run_1/wires.png
Drawn at 6 px/µm.
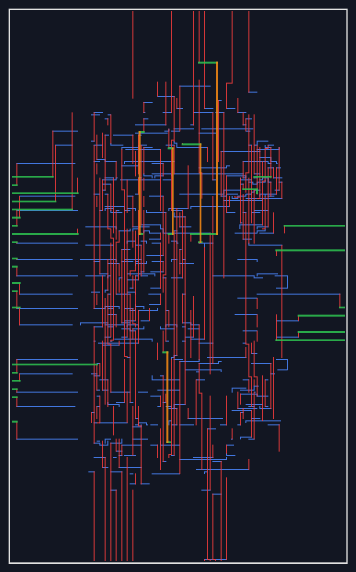
run_1/clocks.png
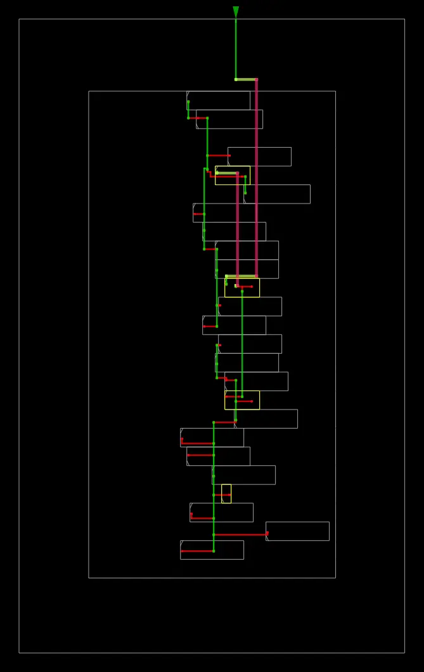
run_1/io_fan.png
Drawn at 6 px/µm.
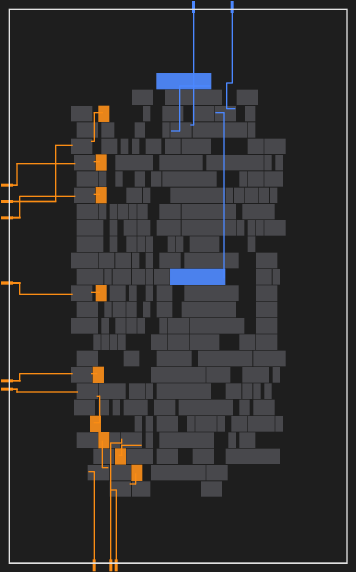
## src/rtl/move_entry_pkg.sv

```systemverilog
// Shared types and constants for the X move-entry block: FSM state encoding,
// reject codes, board width and the move evaluation helper.
package move_entry_pkg;

    localparam int BOARD_W = 9;

    typedef enum logic [1:0] {
        IDLE       = 2'd0,
        PRESS_DB   = 2'd1,
        EVAL       = 2'd2,
        RELEASE_DB = 2'd3
    } state_t;

    localparam logic [1:0] ERR_NONE        = 2'b00;
    localparam logic [1:0] ERR_NOT_ONE_HOT = 2'b01;
    localparam logic [1:0] ERR_OCCUPIED    = 2'b10;
    localparam logic [1:0] ERR_GAME_OVER   = 2'b11;

    // Reject code for a requested square; game over outranks a malformed
    // request, which outranks an occupied square.
    function automatic logic [1:0] eval_move(
        input logic [BOARD_W-1:0] sw_v,
        input logic [BOARD_W-1:0] x_v,
        input logic [BOARD_W-1:0] o_v,
        input logic               game_over_v
    );
        logic one_hot;
        one_hot = (sw_v != '0) && ((sw_v & (sw_v - BOARD_W'(1))) == '0);
        if (game_over_v)
            return ERR_GAME_OVER;
        else if (!one_hot)
            return ERR_NOT_ONE_HOT;
        else if ((sw_v & (x_v | o_v)) != '0)
            return ERR_OCCUPIED;
        else
            return ERR_NONE;
    endfunction

endpackage

```

## src/rtl/move_entry_btn_debounce.sv

```systemverilog
// Two-flop synchronizer for the active-low pushbutton plus a saturating
// stable-cycle counter. The owning FSM decides when to clear or advance the
// counter, so the same block qualifies both presses and releases.
module btn_debounce #(
    parameter int DEBOUNCE_CYCLES = 4
) (
    input  logic clk,
    input  logic reset,
    input  logic btn_n,
    input  logic cnt_clr,
    input  logic cnt_inc,
    output logic pressed,
    output logic cnt_last
);

    localparam int CNT_W = $clog2(DEBOUNCE_CYCLES + 1);
    localparam logic [CNT_W-1:0] CNT_MAX  = CNT_W'(DEBOUNCE_CYCLES);
    localparam logic [CNT_W-1:0] CNT_LAST = CNT_W'(DEBOUNCE_CYCLES - 1);

    logic [1:0]       sync_reg;
    logic [CNT_W-1:0] cnt_reg;

    // Synchronize the raw button; reset value 1 means "released".
    always_ff @(posedge clk or posedge reset) begin
        if (reset)
            sync_reg <= 2'b11;
        else
            sync_reg <= {sync_reg[0], btn_n};
    end

    // Stable-cycle counter; holds at its maximum instead of wrapping.
    always_ff @(posedge clk or posedge reset) begin
        if (reset)
            cnt_reg <= '0;
        else if (cnt_clr)
            cnt_reg <= '0;
        else if (cnt_inc && (cnt_reg != CNT_MAX))
            cnt_reg <= cnt_reg + CNT_W'(1);
    end

    assign pressed  = ~sync_reg[1];
    // High on the cycle that completes the required stable run.
    assign cnt_last = (cnt_reg == CNT_LAST);

endmodule

```

## src/rtl/move_entry.sv

```systemverilog
// Pushbutton move entry for player X: debounces the commit button, evaluates
// the requested square once per press and issues a one-cycle commit strobe or
// a reject code. Optional build macro MOVE_ENTRY_ERR_STICKY_EN keeps move_err
// latched until the next accepted move or reset.
import move_entry_pkg::*;

module move_entry #(
    parameter int DEBOUNCE_CYCLES = 4
) (
    input  logic               clk,
    input  logic               reset,
    input  logic               btn_n,
    input  logic [BOARD_W-1:0] sw,
    input  logic [BOARD_W-1:0] x,
    input  logic [BOARD_W-1:0] o,
    input  logic               game_over,
    output logic [BOARD_W-1:0] x_move,
    output logic               move_valid,
    output logic [1:0]         move_err,
    output logic               busy
);

    state_t     state_reg;
    logic       pressed;
    logic       cnt_last;
    logic       cnt_clr;
    logic       cnt_inc;
    logic [1:0] eval_code;

    btn_debounce #(
        .DEBOUNCE_CYCLES(DEBOUNCE_CYCLES)
    ) u_btn_debounce (
        .clk      (clk),
        .reset    (reset),
        .btn_n    (btn_n),
        .cnt_clr  (cnt_clr),
        .cnt_inc  (cnt_inc),
        .pressed  (pressed),
        .cnt_last (cnt_last)
    );

    assign eval_code = eval_move(sw, x, o, game_over);

    // Counter control: advance while the qualifying level holds, clear on any
    // break in the run and in every state that is not counting.
    always_comb begin
        cnt_clr = 1'b1;
        cnt_inc = 1'b0;
        case (state_reg)
            PRESS_DB: begin
                if (pressed && !cnt_last) begin
                    cnt_clr = 1'b0;
                    cnt_inc = 1'b1;
                end
            end
            RELEASE_DB: begin
                if (!pressed && !cnt_last) begin
                    cnt_clr = 1'b0;
                    cnt_inc = 1'b1;
                end
            end
            default: begin
                cnt_clr = 1'b1;
                cnt_inc = 1'b0;
            end
        endcase
    end

    // Press/evaluate/release sequencer with registered outputs.
    always_ff @(posedge clk or posedge reset) begin
        if (reset) begin
            state_reg  <= IDLE;
            x_move     <= '0;
            move_valid <= 1'b0;
            move_err   <= ERR_NONE;
            busy       <= 1'b0;
        end else begin
            move_valid <= 1'b0;
            x_move     <= '0;
`ifdef MOVE_ENTRY_ERR_STICKY_EN
            move_err   <= move_err;
`else
            move_err   <= ERR_NONE;
`endif
            case (state_reg)
                IDLE: begin
                    if (pressed) begin
                        state_reg <= PRESS_DB;
                        busy      <= 1'b1;
                    end
                end
                PRESS_DB: begin
                    if (!pressed) begin
                        state_reg <= IDLE;
                        busy      <= 1'b0;
                    end else if (cnt_last) begin
                        state_reg <= EVAL;
                    end
                end
                EVAL: begin
                    state_reg <= RELEASE_DB;
                    if (eval_code == ERR_NONE) begin
                        move_valid <= 1'b1;
                        x_move     <= sw;
                        move_err   <= ERR_NONE;
                    end else begin
                        move_err   <= eval_code;
                    end
                end
                RELEASE_DB: begin
                    if (!pressed && cnt_last) begin
                        state_reg <= IDLE;
                        busy      <= 1'b0;
                    end
                end
                default: begin
                    state_reg <= IDLE;
                    busy      <= 1'b0;
                end
            endcase
        end
    end

endmodule

```

## config.mk

```make
export PLATFORM = sky130hd
export DESIGN_NAME = move_entry
export DESIGN_NICKNAME = d
export VERILOG_FILES = /design/src/rtl/move_entry_pkg.sv /design/src/rtl/move_entry_btn_debounce.sv /design/src/rtl/move_entry.sv
export SDC_FILE = /design/constraint.sdc
export NUM_CORES = 1
export LEC_CHECK = 0
export ABC_AREA = 1
export CAP_MARGIN = 0
export CORE_ASPECT_RATIO = 2
export CORE_MARGIN = 10
export CORE_UTILIZATION = 42
export DETAILED_ROUTE_END_ITERATION = 12
export PLACE_DENSITY_LB_ADDON = 0.1
export SLEW_MARGIN = 20
export SYNTH_ARGS = -nofsm -noshare
export SYNTH_HDL_FRONTEND = slang
export SYNTH_SLANG_ARGS = --single-unit
```

## constraint.sdc

```tcl
create_clock -name clk -period 1.5 [get_ports clk]
set_input_delay 0.225 -clock clk [delete_from_list [all_inputs] [get_ports clk]]
set_output_delay 0.225 -clock clk [all_outputs]
set_load 0.02 [all_outputs]
```

==> out/metrics.csv, run 1 <==
metric;value;unit
status;complete, no violations;
ant diodes;0;
met3 Use GR;2.486;%
Async SR Flop Fraction;100.0;%
Commonest Layout Cell;clkdlybuf4s50_1;
placed cells;213;
pre-CTS WS;-0.2721;ns
combinational gate power;0.397;mW
DRC viols;0;
Leak;0.8601;nW
top cells by area;dfrtp_1 (41%), nor3_2 (8.3%), inv_1 (8.3%);
hold_ws;0.2941;ns
met2 Use GR;22.03;%
DR top layer;met4;
Root Driver;clkbuf_8;
post-synth net total;162;
nature of the critical path endpoint;primary output;
FF-to-FF Start;u_btn_debounce.cnt_reg[1];
Synth warnings;0;
crit-path max cell delay;0.61;ns
max-slew violations;0;
Flop pwr share;45.8;%
top power group;registers;
largest net degree at the start of global routing;21;
Setup TNS;0;ns
crit path time final;1.422;ns
crit path cell chain;clkdlybuf4s50_1;
max reg flops;9;
Crit. Startpoint;move_err[0];
Global Route met1 Usage;8.239;%
most frequent cells in the layout;clkdlybuf4s50_1 (35), inv_1 (22), dfrtp_1 (18);
Metal-1 WL;862;µm
reg2reg setup slack;0.13;ns
CP endpoint;move_err[0];
worst path arrival time;1.20;ns
Post-synth top cells;inv_1 (24), dfrtp_1 (18), nand2_1 (16);
CP max-delay cell;clkdlybuf4s50_1;
H-tree Lvls;1;
P_sw;0.3767;mW
Layout Skew;0.005479;ns
Hold WC Path Type;input port to asynchronous set/reset pin;
Post-CTS Hold Fix Bufs;0;
ys flops;20;
ys cells;128;
mapped cell area;1091;µm²
tool warnings;27;
clock share of power;24.9;%
seq pwr;0.623;mW
first-pass GRT wire length;4.692;mm
die width;56.04;µm
top_reg_cell synth;dfrtp_1;
crit path DRT;1.27;ns
Met2 Wirelength;1.692;mm
most utilized layer in the global route result;met2;
Area Growth Syn to Fin;64.22;%
Final HPWL DP;2.437;mm
Non-Filler Instances;220;
Worst Path Max Fanout;1;
count leader, synth;inv_1;
Initial Util;43.00;%
Cell Type Count;24;
met3 WL;138;µm
initial antenna violation count;0;
Final ANT Viol Nets;0;
Syn Area/Cell;8.524;µm²
Total Nets Final;227;
CP Buf/Inv Count;1;
PD cells;758.7;nW/µm²
area leader, netlist;dfrtp_1;
final worst path period share;94.77;%
worst-skew pair later-pin latency;0.25;ns
VDD IR max;0.3634;mV
Final WS setup;0.07847;ns
slew margin rel.;76.26;%
Rows;26;
Post-synth seq share;46.10;%
initial drt markers;9;
switching part of the total;27.71;%
Yosys Chip Area;1091;µm²
placed cell areas;1670;µm²
total CTS buffers;3;
share of post-route cells with drive strength above 1;22.92;%
Reg2Reg Depth;5;
CP Depth;1;
Max Root-Sink Buffers;2;
FMAX;703.5;MHz
Post-synth EDFFs;0;
WS Path Type;register to primary output;
core region area;2537;µm²
Syn Inst Count;128;
Core Util, Final;70.61;%
Chip Area;5160;µm²
Comb power frac;29.2;%
Top Family by Delay on Critical Path;buffers and inverters;
final hold viol count;0;
Total Power;1.359;mW
Pint;0.9827;mW
vias in the first global route;1183;
# setup viols final;0;
drt first pass iters;4;
gr ovfl total;0;
Max-area cell share;41.28;%
drt via density;4.914;
GP Congestion;0.7913;
Critical Path Start Type;register;
Worst Tran Pin Value;0.3548;ns
clk slew on worst S/H paths;0.07;ns
Die Ht;92.08;µm
max cap viols;0;
Notes on wires.png above:
[blue] metal 1 | wire length: 862 µm
[red] metal 2 | wire length: 1,690 µm
[orange] metal 4 | wire length: 91.1 µm
[green] metal 3 | wire length: 139 µm
vias: 1,081
DR WL/cell: 12.65 µm
gr usage total: 10.99%
WL final: 2.784 mm

Notes on clocks.png above:
Clock Sinks: 20
Layout clock buffers: 4
clk pwr: 0.339 mW

Notes on io_fan.png above:
[orange] x | bits: 9 | direction: input | end cells: 9 | wire: 162 µm
[blue] move_err | bits: 2 | direction: output | end cells: 2 | wire: 80.7 µm
PortBufs: 43
num ports: 44

==> run 1: cell families after synthesis <==
| family | Yosys count | synth area share (%) |
|---|---|---|
| simple gates | 58 | 29.36 |
| buf+inv | 25 | 9.289 |
| compound gates | 22 | 11.81 |
| flops | 20 | 46.10 |
| fa+ha+maj | 3 | 3.441 |
==> run 1: what timing repair did <==
| item | in CTS | in global routing |
|---|---|---|
| cloned | 0 | 1 |
| pin swaps | 1 | 4 |
| buffers inserted | 0 | 2 |
| resized | 2 | 20 |
| setup endpoints to repair | 5 | 14 |
==> run 1: final cells by class <==
cell class	count	area, µm²
Clock buffer	4	45.04
Fill cell	219	745.7
Sequential cell	20	503.0
Multi-Input combinational cell	83	516.7
Timing Repair Buffer	61	601.8
Inverter	24	90.09
Tap cell	28	35.03
run_1/logic_types.png
Drawn at 6 px/µm.
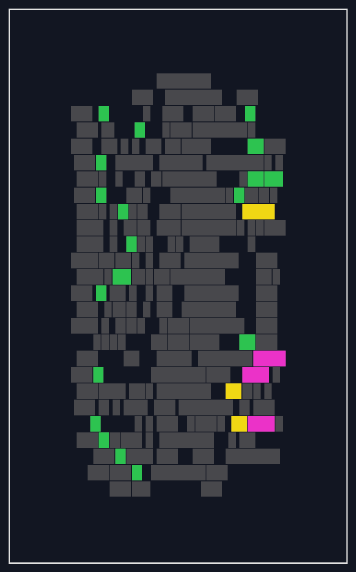

==> run 2, diff against run 1 <==
--- a/config.mk
+++ b/config.mk
@@ -7,9 +7,9 @@
 export LEC_CHECK = 0
 export ABC_AREA = 1
 export CAP_MARGIN = 0
-export CORE_ASPECT_RATIO = 2
 export CORE_MARGIN = 10
-export CORE_UTILIZATION = 42
+export CORE_UTILIZATION = 44
+export CTS_BUF_LIST = sky130_fd_sc_hd__clkbuf_2 sky130_fd_sc_hd__clkbuf_4 sky130_fd_sc_hd__clkbuf_8
 export DETAILED_ROUTE_END_ITERATION = 12
 export PLACE_DENSITY_LB_ADDON = 0.1
 export SLEW_MARGIN = 20
==> constraint.sdc (replaced) <==
create_clock -name clk -period 1.5 [get_ports clk]
set_input_delay 0.15 -clock clk [delete_from_list [all_inputs] [get_ports clk]]
set_output_delay 0.15 -clock clk [all_outputs]
set_load 0.02 [all_outputs]
run_2/logic_types.png
Drawn at 6 px/µm.
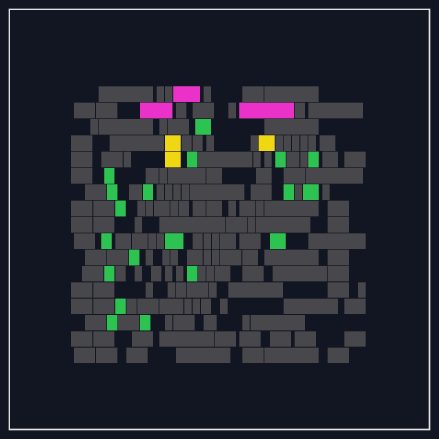
[green] inverting AOI/OAI gates | cells: 19
[yellow] AND-OR and OR-AND gates | cells: 3
[magenta] adder and majority cells | cells: 3
Commonest Layout Cell: clkdlybuf4s50_1
Non-Filler Instances: 212
fraction of area in multi-input gates: 30.04%

==> run 2 against run 1 <==
Compared with the run above: first-iteration DRC count grew to 7.0 times the previous value; register-to-register slack worse by 0.04 ns; flip-flop count stayed put; clock skew fell by 0.0033 ns; setup slack lost 0.023 ns; non-clock buffer count down 8; global-route usage is 1.1 points higher; routed wire length rose by 4.9%; largest power group unchanged.
==> out/metrics.csv, run 2 <==
metric;value;unit;change
area leader, netlist;dfrtp_1;;
Leak;0.7411;nW;-14%
worst path arrival time;1.29;ns;+0.09 ns
crit path cell chain;clkdlybuf4s50_1;;
max reg flops;9;;unchanged
XOR-XNOR Cells, Area Fraction;0;%;unchanged
switching part of the total;28.08;%;+0.37 points
Buffers, non-clock;53;;-13%
CP Buf/Inv Count;1;;unchanged
initial drt markers;63;;+54
first-pass GRT wire length;5.009;mm;+6.8%
seq_cells;20;;unchanged
P_sw;0.4093;mW;+8.6%
gr ovfl total;0;;unchanged
Adder Share, Synth;3.440;%;unchanged
Fillers;163;;-26%
vias in the first global route;1161;;-1.9%
DR WL/cell;13.77;µm;+8.8%
Hold WC Path Type;input port to asynchronous set/reset pin;;
logic area;509.2;µm²;-1.5%
Top Family by Delay on Critical Path;buffers and inverters;;
combinational gate power;0.383;mW;-4%
sequential cell area;503.0;µm²;unchanged
FMAX;692.3;MHz;-1.6%
VDD IR max;0.8885;mV;+140%
Metal-1 WL;1.114;mm;+29%
vias;1057;;-2.2%
clk pwr;0.452;mW;+33%
Worst Tran Pin Value;0.3430;ns;-0.01185 ns
mapped cell area;1091;µm²;unchanged
status;complete, no violations;;
CP max-delay cell;clkdlybuf4s50_1;;
Initial Util;47.94;%;+4.9 points
gr usage total;12.07;%;+1.1 points
met2 Use GR;19.68;%;-2.3 points
Comb gates;83;;unchanged
top power group;registers;;
max-slew violations;0;;unchanged
crit path time final;1.444;ns;+0.02295 ns
pre-CTS WS;-0.2356;ns;+0.03651 ns
share of post-route cells with drive strength above 1;17.93;%;-5.0 points
Root Driver;clkbuf_4;;
Post-synth seq share;46.10;%;unchanged
largest net degree at the start of global routing;15;;-29%
Critical Path Start Type;register;;
Post-synth EDFFs;0;;unchanged
clk slew on worst S/H paths;0.12;ns;+0.05 ns
WS Path Type;register to primary output;;
initial antenna violation count;0;;unchanged
num ports;44;;unchanged
Synth warnings;0;;unchanged
Async SR Flop Fraction;100.0;%;unchanged
max cap viols;0;;unchanged
area fraction in compound gates;11.81;%;unchanged
Final WS setup;0.05552;ns;-0.02295 ns
Core Util, Final;74.49;%;+3.9 points
Post-synth top cells;inv_1 (24), dfrtp_1 (18), nand2_1 (16);;
Layout Skew;0.002225;ns;-0.003254 ns
Yosys Chip Area;1091;µm²;unchanged
Worst Path Max Fanout;2;;+1
Layout clock buffers;3;;-1
Clock Sinks;20;;unchanged
slew margin rel.;77.05;%;+0.79 points
Total Power;1.457;mW;+7.2%
WL final;2.920;mm;+4.9%
most frequent cells in the layout;clkdlybuf4s50_1 (43), inv_1 (24), dfrtp_1 (18);;
Total Nets Final;219;;-3.5%
tap cells;28;;unchanged
GP Congestion;0.7841;;-0.91%
DR top layer;met4;;
Final ANT Viol Nets;0;;unchanged
Max-area cell share;41.28;%;unchanged
worst-skew pair later-pin latency;0.32;ns;+0.07 ns
met3 Use GR;8.131;%;+5.6 points
Syn Inst Count;128;;unchanged
count leader, synth;inv_1;;
post-synth net total;162;;unchanged
Pint;1.048;mW;+6.7%
Inverters excl. clock;24;;unchanged
drt via density;4.986;;+1.5%
core region area;2276;µm²;-10%
ant diodes;0;;unchanged
simple share;29.36;%;unchanged
Met2 Wirelength;1.396;mm;-17%
top_reg_cell synth;dfrtp_1;;
Max Root-Sink Buffers;2;;unchanged
die width;69.80;µm;+25%
Chip Area;4871;µm²;-5.6%
Global Route met1 Usage;11.89;%;+3.7 points
PortBufs;43;;unchanged
drt first pass iters;4;;unchanged
seq pwr;0.623;mW;about the same
## run 2: worst paths after layout
| kind | cells past startpoint | end | start | slack, ns |
|---|---|---|---|---|
| max | 1 | busy | busy | 0.06 |
| min | 2 | move_err[0] | reset | 0.04 |
| max reg2reg | 7 | u_btn_debounce.cnt_reg[0] | u_btn_debounce.cnt_reg[0] | 0.09 |
| min reg2reg | 0 | u_btn_debounce.sync_reg[1] | u_btn_debounce.sync_reg[0] | 0.37 |
| max in group asynchronous | 3 | move_err[1] | reset | 0.99 |
| min in group clk | 1 | u_btn_debounce.sync_reg[0] | btn_n | 0.23 |
## run 2: what timing repair did
action / 4_1_cts / 5_1_grt
setup buffers: 0 / 0
gates resized: 0 / 5
hold buffers: 0 / 0
setup endpoints to repair: 0 / 6
Power and IR drop assume default switching activity.
